File: src/rtl/reg_grp_demux.sv
// Register-bus fan-out: forwards one level-held request to the slave picked by the
// upper address bits and returns its ack/data, with a watchdog forcing completion.
module reg_grp_demux #(
   parameter int ADDR_WIDTH = 12,
   parameter int SEL_WIDTH = 2,
   parameter int DATA_WIDTH = 32,
   parameter int TIMEOUT = 64,
   parameter logic [DATA_WIDTH-1:0] TIMEOUT_DATA = 32'hDEAD_DEAD,
   localparam int NUM_OUTPUTS = 2**SEL_WIDTH
) (
   input  logic                              clk,
   input  logic                              reset,
   input  logic                              reg_req,
   output logic                              reg_ack,
   input  logic                              reg_rd_wr_L,
   input  logic [ADDR_WIDTH-1:0]             reg_addr,
   input  logic [DATA_WIDTH-1:0]             reg_wr_data,
   output logic [DATA_WIDTH-1:0]             reg_rd_data,
   output logic [NUM_OUTPUTS-1:0]            local_reg_req,
   input  logic [NUM_OUTPUTS-1:0]            local_reg_ack,
   output logic                              local_reg_rd_wr_L,
   output logic [ADDR_WIDTH-SEL_WIDTH-1:0]   local_reg_addr,
   output logic [DATA_WIDTH-1:0]             local_reg_wr_data,
   input  logic [NUM_OUTPUTS*DATA_WIDTH-1:0] local_reg_rd_data
);

   typedef enum logic [1:0] {ST_IDLE, ST_FWD, ST_HOLD} state_t;

   state_t                          r_state;
   logic [SEL_WIDTH-1:0]            r_sel;
   logic [15:0]                     r_cnt;
   logic                            r_ack;
   logic [DATA_WIDTH-1:0]           r_rd_data;
   logic [NUM_OUTPUTS-1:0]          r_req;
   logic                            r_rd_wr_L;
   logic [ADDR_WIDTH-SEL_WIDTH-1:0] r_addr;
   logic [DATA_WIDTH-1:0]           r_wr_data;

   logic [DATA_WIDTH-1:0]           w_slave_data [NUM_OUTPUTS];
   logic [SEL_WIDTH-1:0]            w_sel_in;
   logic [NUM_OUTPUTS-1:0]          w_onehot;
   logic                            w_sel_ack;
   logic                            w_timeout;

   genvar gi;
   generate
      for (gi = 0; gi < NUM_OUTPUTS; gi++) begin : g_unpack
         assign w_slave_data[gi] = local_reg_rd_data[gi*DATA_WIDTH +: DATA_WIDTH];
      end
   endgenerate

   assign w_sel_in  = reg_addr[ADDR_WIDTH-1 -: SEL_WIDTH];
   assign w_onehot  = NUM_OUTPUTS'(1) << w_sel_in;
   // Only the selected slave's ack matters; others may be stuck or noisy.
   assign w_sel_ack = local_reg_ack[r_sel];
   assign w_timeout = (r_cnt == 16'(TIMEOUT - 1));

   always_ff @(posedge clk) begin
      if (reset) begin
         r_state   <= ST_IDLE;
         r_sel     <= '0;
         r_cnt     <= '0;
         r_ack     <= 1'b0;
         r_rd_data <= '0;
         r_req     <= '0;
         r_rd_wr_L <= 1'b1;
         r_addr    <= '0;
         r_wr_data <= '0;
      end else begin
         r_ack <= 1'b0;
         case (r_state)
            ST_IDLE: begin
               if (reg_req) begin
                  r_sel     <= w_sel_in;
                  r_addr    <= reg_addr[ADDR_WIDTH-SEL_WIDTH-1:0];
                  r_rd_wr_L <= reg_rd_wr_L;
                  r_wr_data <= reg_wr_data;
                  r_req     <= w_onehot;
                  r_cnt     <= '0;
                  r_state   <= ST_FWD;
               end
            end
            ST_FWD: begin
               if (r_cnt != 16'hFFFF) begin
                  r_cnt <= r_cnt + 16'd1;
               end
               // A slave ack arriving on the watchdog's last cycle still wins.
               if (w_sel_ack) begin
                  r_req     <= '0;
                  r_rd_data <= w_slave_data[r_sel];
                  r_ack     <= 1'b1;
                  r_state   <= ST_HOLD;
               end else if (w_timeout) begin
                  r_req     <= '0;
                  r_rd_data <= TIMEOUT_DATA;
                  r_ack     <= 1'b1;
                  r_state   <= ST_HOLD;
               end
            end
            ST_HOLD: begin
               if (!reg_req) begin
                  r_state <= ST_IDLE;
               end
            end
            default: r_state <= ST_IDLE;
         endcase
      end
   end

   assign reg_ack           = r_ack;
   assign reg_rd_data       = r_rd_data;
   assign local_reg_req     = r_req;
   assign local_reg_rd_wr_L = r_rd_wr_L;
   assign local_reg_addr    = r_addr;
   assign local_reg_wr_data = r_wr_data;

endmodule
File: config.mk
export PLATFORM = sky130hd
export DESIGN_NAME = reg_grp_demux
export DESIGN_NICKNAME = d
export VERILOG_FILES = /design/src/rtl/reg_grp_demux.sv
export SDC_FILE = /design/constraint.sdc
export NUM_CORES = 1
export LEC_CHECK = 0
export ABC_AREA = 1
export CAP_MARGIN = 20
export CORE_MARGIN = 10
export CORE_UTILIZATION = 36
export DETAILED_ROUTE_END_ITERATION = 8
export GPL_ROUTABILITY_DRIVEN = 0
export PLACE_DENSITY_LB_ADDON = 0.05
export SYNTH_ARGS = -nofsm -noshare
export SYNTH_HDL_FRONTEND = slang
export SYNTH_SLANG_ARGS = --single-unit
File: constraint.sdc
create_clock -name clk -period 1.8 [get_ports clk]
set_clock_uncertainty 0.2 [all_clocks]
set_input_delay 0.18 -clock clk [delete_from_list [all_inputs] [get_ports clk]]
set_output_delay 0.18 -clock clk [all_outputs]
set_load 0.03 [all_outputs]
==> images/route_heat.png <==
The die is cut into 28 by 28 equal tiles; white is low, dark blue is high, scaled to the fullest tile. Values are wire area over tile area, all layers added.
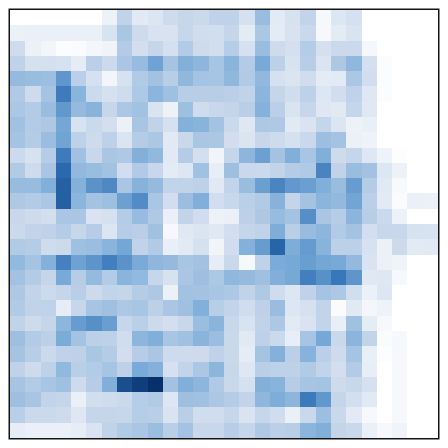
11% of the tiles are nearly empty. The fullest tile reaches 0.67. The mean over all tiles is 0.18.

==> results.txt <==
Notes from the flow run.

Power and ir drop:
- The run puts the total power density per cell area at 782.0 mW/mm^2.
- The run gives the peak supply drop as 521.6 uV.
- The run gives the reported leakage power as 3.843 nW.
- The run gives the power consumption as 6.655 mW.

CTS:
- The run gives the clock latency on the worst-skew pair as 0.35 ns.
- The H-tree was split into 3 levels.
- The run puts the number of clock sinks at 100.
- The tree is rooted in a clkbuf_16.
- TritonCTS built the clock tree.
- The run gives the number of buffers inserted by hold repair at cts as 0.
- The run puts the post-CTS clock slew at the launch and capture registers of the worst setup and hold paths at 0.07 ns.
- The run gives the buffer depth of the longest clock path as 2.

Place:
- Per the placement report, the placed cell count is 1213.
- The run gives the pre-CTS setup slack as 0.04621 ns.
- The run puts the post-DP HPWL at 15950 um.

Yosys:
- The run gives the number of different library cells in the post-synthesis netlist as 34.
- Among all flip-flop cells after synthesis, the most frequent one is dfxtp_1.
- For this run, the number of Yosys warnings is 0.
- Counting every instance in the synthesized netlist gives 786.
- The run puts the flip-flop and latch count after synthesis at 100.
- The run puts the area figure in the yosys stat output at 0.005061 sq mm.
- Of the synthesized area, sequential elements account for 0.3956.
- The run gives the total cells reported by yosys after synthesis as 786.
- The average instance in the mapped netlist occupies 6.439 sq um.
- By area the synthesized netlist is led by dfxtp_1 (40%), nor2_1 (18%), o21ai_0 (15%), nand2_1 (5.8%), a21oi_1 (5.1%).
- The run puts the async set-or-reset flop fraction in the synthesized netlist at 0.
- The run gives the cell area after synthesis as 0.005061 sq mm.

Die:
- The floorplan step records an initial core utilization of 0.3660.
- The run gives the core area as 0.01383 sq mm.
- The run gives the area of the chip as 0.01920 sq mm.
- According to the floorplan log, the row count is 43.

Outcome:
- The flow ran to the end, and the final reports show no timing, DRC or antenna violations.

Layout:
- The run gives the post-route core utilization as 0.6155.
- The run gives the total non-filler cell area in the finished layout as 0.008511 sq mm.
- In this run the layout overhead on the synthesized area is reported as 68.16%.
- The run gives the post-route non-filler standard cell count as 1233.
- The run puts the footprint of the flip-flops and latches at 0.002008 sq mm.
- The area taken by multi-input combinational cells is reported as 0.002749 sq mm.
- The run gives the share of layout cells above drive strength 1 as 0.08452.
- The run gives the final net count as 1229.
- The run puts the number of diodes at 0.
- Per the layout report, the design carries 1296 filler cells.

Worst setup path:
- The run gives the critical-path maximum fanout as 2.
- The run gives the data required time of the worst path as 1.42 ns.
- The run gives the launching element of the worst setup path as reg_rd_data[16]$_SDFFE_PP0P_.
- Traced cell by cell, the critical path runs through clkdlybuf4s50_1.
- The run puts the buffer and inverter count on the worst path at 1.
- Per STA, the worst path accumulates the most delay in the family buffers and inverters.
- Looking at the setup timing report, the critical path kind is flip-flop to output port.
- The run gives the category of the worst setup path capture point as an output port.
- The worst register-to-register path begins at r_cnt[0]$_SDFFE_PP0P_.
- The run gives the critical path arrival as 1.40 ns.

Timing:
- The run gives the number of max-slew violations in the final report as 0.
- The run gives the tightest slew margin relative to the limit as 0.7387.
- The run gives the setup violation total in the final timing report as 0.
- The run puts the final-layout setup total negative slack at 0 ns.
- The run gives the post-route minimum period as 1.778 ns.
- Setup repair after global routing could not meet its margin everywhere.
- The run puts the slew at the pin closest to its max-slew limit at 0.3914 ns.
- The run gives the maximum clock rate as 562.6 MHz.
- The run gives the final critical-path share of the clock period as 0.9875.
- The run puts the worst hold margin at 0.1988 ns.

GRT:
- The run gives the number of antenna violations at the first check in global routing as 1.
- The run gives the global-route wire length before repair as 31280 um.
- The run puts the number of global-route vias before repair at 5739.
- The run puts the total routing usage reported by global routing at 0.1995.
- The run gives the leftover overflow at the end of global routing as 0.

Routing:
- The script logs the ratio of routed vias to standard cells as 4.848.
- The run gives the total wire length as 20490 um.
- Across all layers, the routed design uses 5978 vias.
- The first routing iteration left 354 violations.
- The run gives the number of search-and-repair iterations in the first detailed-routing pass as 4.
- Once detail routing completed, the nets flagged for antenna violations numbered 0.
- The run gives the average wire per cell in the routed design as 16.62 um.
- The run puts the DRC violation count after routing at 0.

Hold path:
- The run gives the worst hold-check path type as input port to flip-flop.
- Per the hold report, the tightest min-delay path originates at reg_rd_wr_L.

Flow run:
- In this run the tools logged warnings totalling 27.
==> images/pinout.png <==
Scale bar: 50 um. Pins as bars across the die edge, other pins in gray.
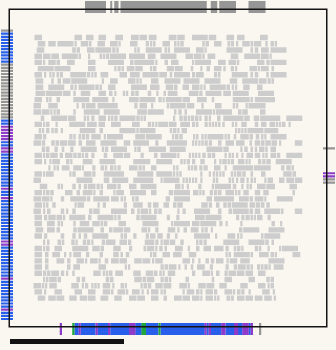
local_reg_ack: shown in green, pins 4, direction input, edge south. local_reg_rd_data: shown in blue, pins 128, direction input, edge 66 south, 62 west. reg_rd_data: shown in purple, pins 32, direction output, edge 17 south, 13 west, 2 east.
All pins by edge: 94 west, 88 south, 73 north, 5 east.
Die X: 138.6 um
Die Y-Extent: 138.6 um
number of port buffers: 259

-- area by class of cell --
| class | instances | area share |
|---|---|---|
| flip-flops and latches | 100 | 0.2360 |
| well taps | 180 | 0.02646 |
| multi-input cells | 606 | 0.3230 |
| inverters | 26 | 0.01147 |
| clock buffers | 9 | 0.02646 |
| clock inverters | 7 | 0.006763 |
| repair buffers | 305 | 0.3699 |
-- state kept, by name, summed over array words and instances, names as in the netlist --
signal / flops
reg_ack: 1
r_cnt: 16
local_reg_rd_wr_L: 1
r_sel: 2
local_reg_addr: 10
reg_rd_data: 32
r_state: 2
local_reg_req: 4
local_reg_wr_data: 32
-- kinds of logic (layout without fill, tap and decap cells) --
family / count (synthesis) / count (layout) / share of synthesized area
fa+ha+maj: 1 / 1 / 0.002472
xor+xnor: 2 / 2 / 0.003462
compound gates: 218 / 218 / 0.2176
flops: 100 / 100 / 0.3956
buf+inv: 80 / 347 / 0.06971
simple gates: 385 / 385 / 0.3112
-- repair_timing --
action / 4_1_cts / 5_1_grt
pin swaps: 0 / 3
gates cloned: 0 / 0
setup buffers: 0 / 4
gates resized: 8 / 48
setup endpoints to repair: 8 / 60
-- Yosys cell counts (4+ instances only) --
cell	number
nor3_1	5
buf_2	19
nand3_1	36
dfxtp_1	100
nand2_1	78
nor2_1	246
o21ai_0	149
a21oi_1	52
clkbuf_1	27
o21ai_1	13
nand4_1	4
inv_1	22
-- power by group --
| group | switching [mW] | internal (mW) |
|---|---|---|
| sequential | 0.109 | 2.41 |
| clock | 0.933 | 0.961 |
| combinational | 1.21 | 1.04 |
| total | 2.25 | 4.41 |
-- path summary, 6_finish.rpt --
| check | slack (ns) | endpoint | cells after the start |
|---|---|---|---|
| worst max-delay path | 0.02 | reg_rd_data[16] | 1 |
| worst max register to register | 0.03 | r_cnt[5]$_SDFFE_PP0P_ | 9 |
| worst min-delay path | 0.20 | local_reg_rd_wr_L$_SDFFE_PP1P_ | 3 |
| worst min register to register | 0.26 | reg_rd_data[6]$_SDFFE_PP0P_ | 2 |
-- placed cells by master, fill, tap and decap left out, types with 2 or more instances in the layout --
cell	count
nand3b_1	3
dlymetal6s2s_1	32
buf_4	32
inv_6	3
clkbuf_16	9
o21bai_1	2
nand2_4	2
dlygate4sd2_1	8
buf_12	10
nor3_1	5
clkdlybuf4s50_1	219
inv_1	20
nor2_1	244
o21ai_0	148
nand2_2	3
inv_2	5
a21oi_1	50
nor2_2	2
nand4_1	4
buf_6	4
dfxtp_2	5
nand2_1	78
nor2_4	3
nand3_1	36
clkinvlp_4	2
or2_2	2
dfxtp_1	95
o21ai_1	14
a21oi_2	2
-- metal layers --
metal	vias up	track usage	wire [um]
li1	3093	-	-
met1	2704	0.2154	7834
met2	165	0.3579	10500
met3	14	0.08253	1994
met4	2	0.03718	141
met5	-	0	13
No activity file was given, so power comes from the tool's default toggle rates.
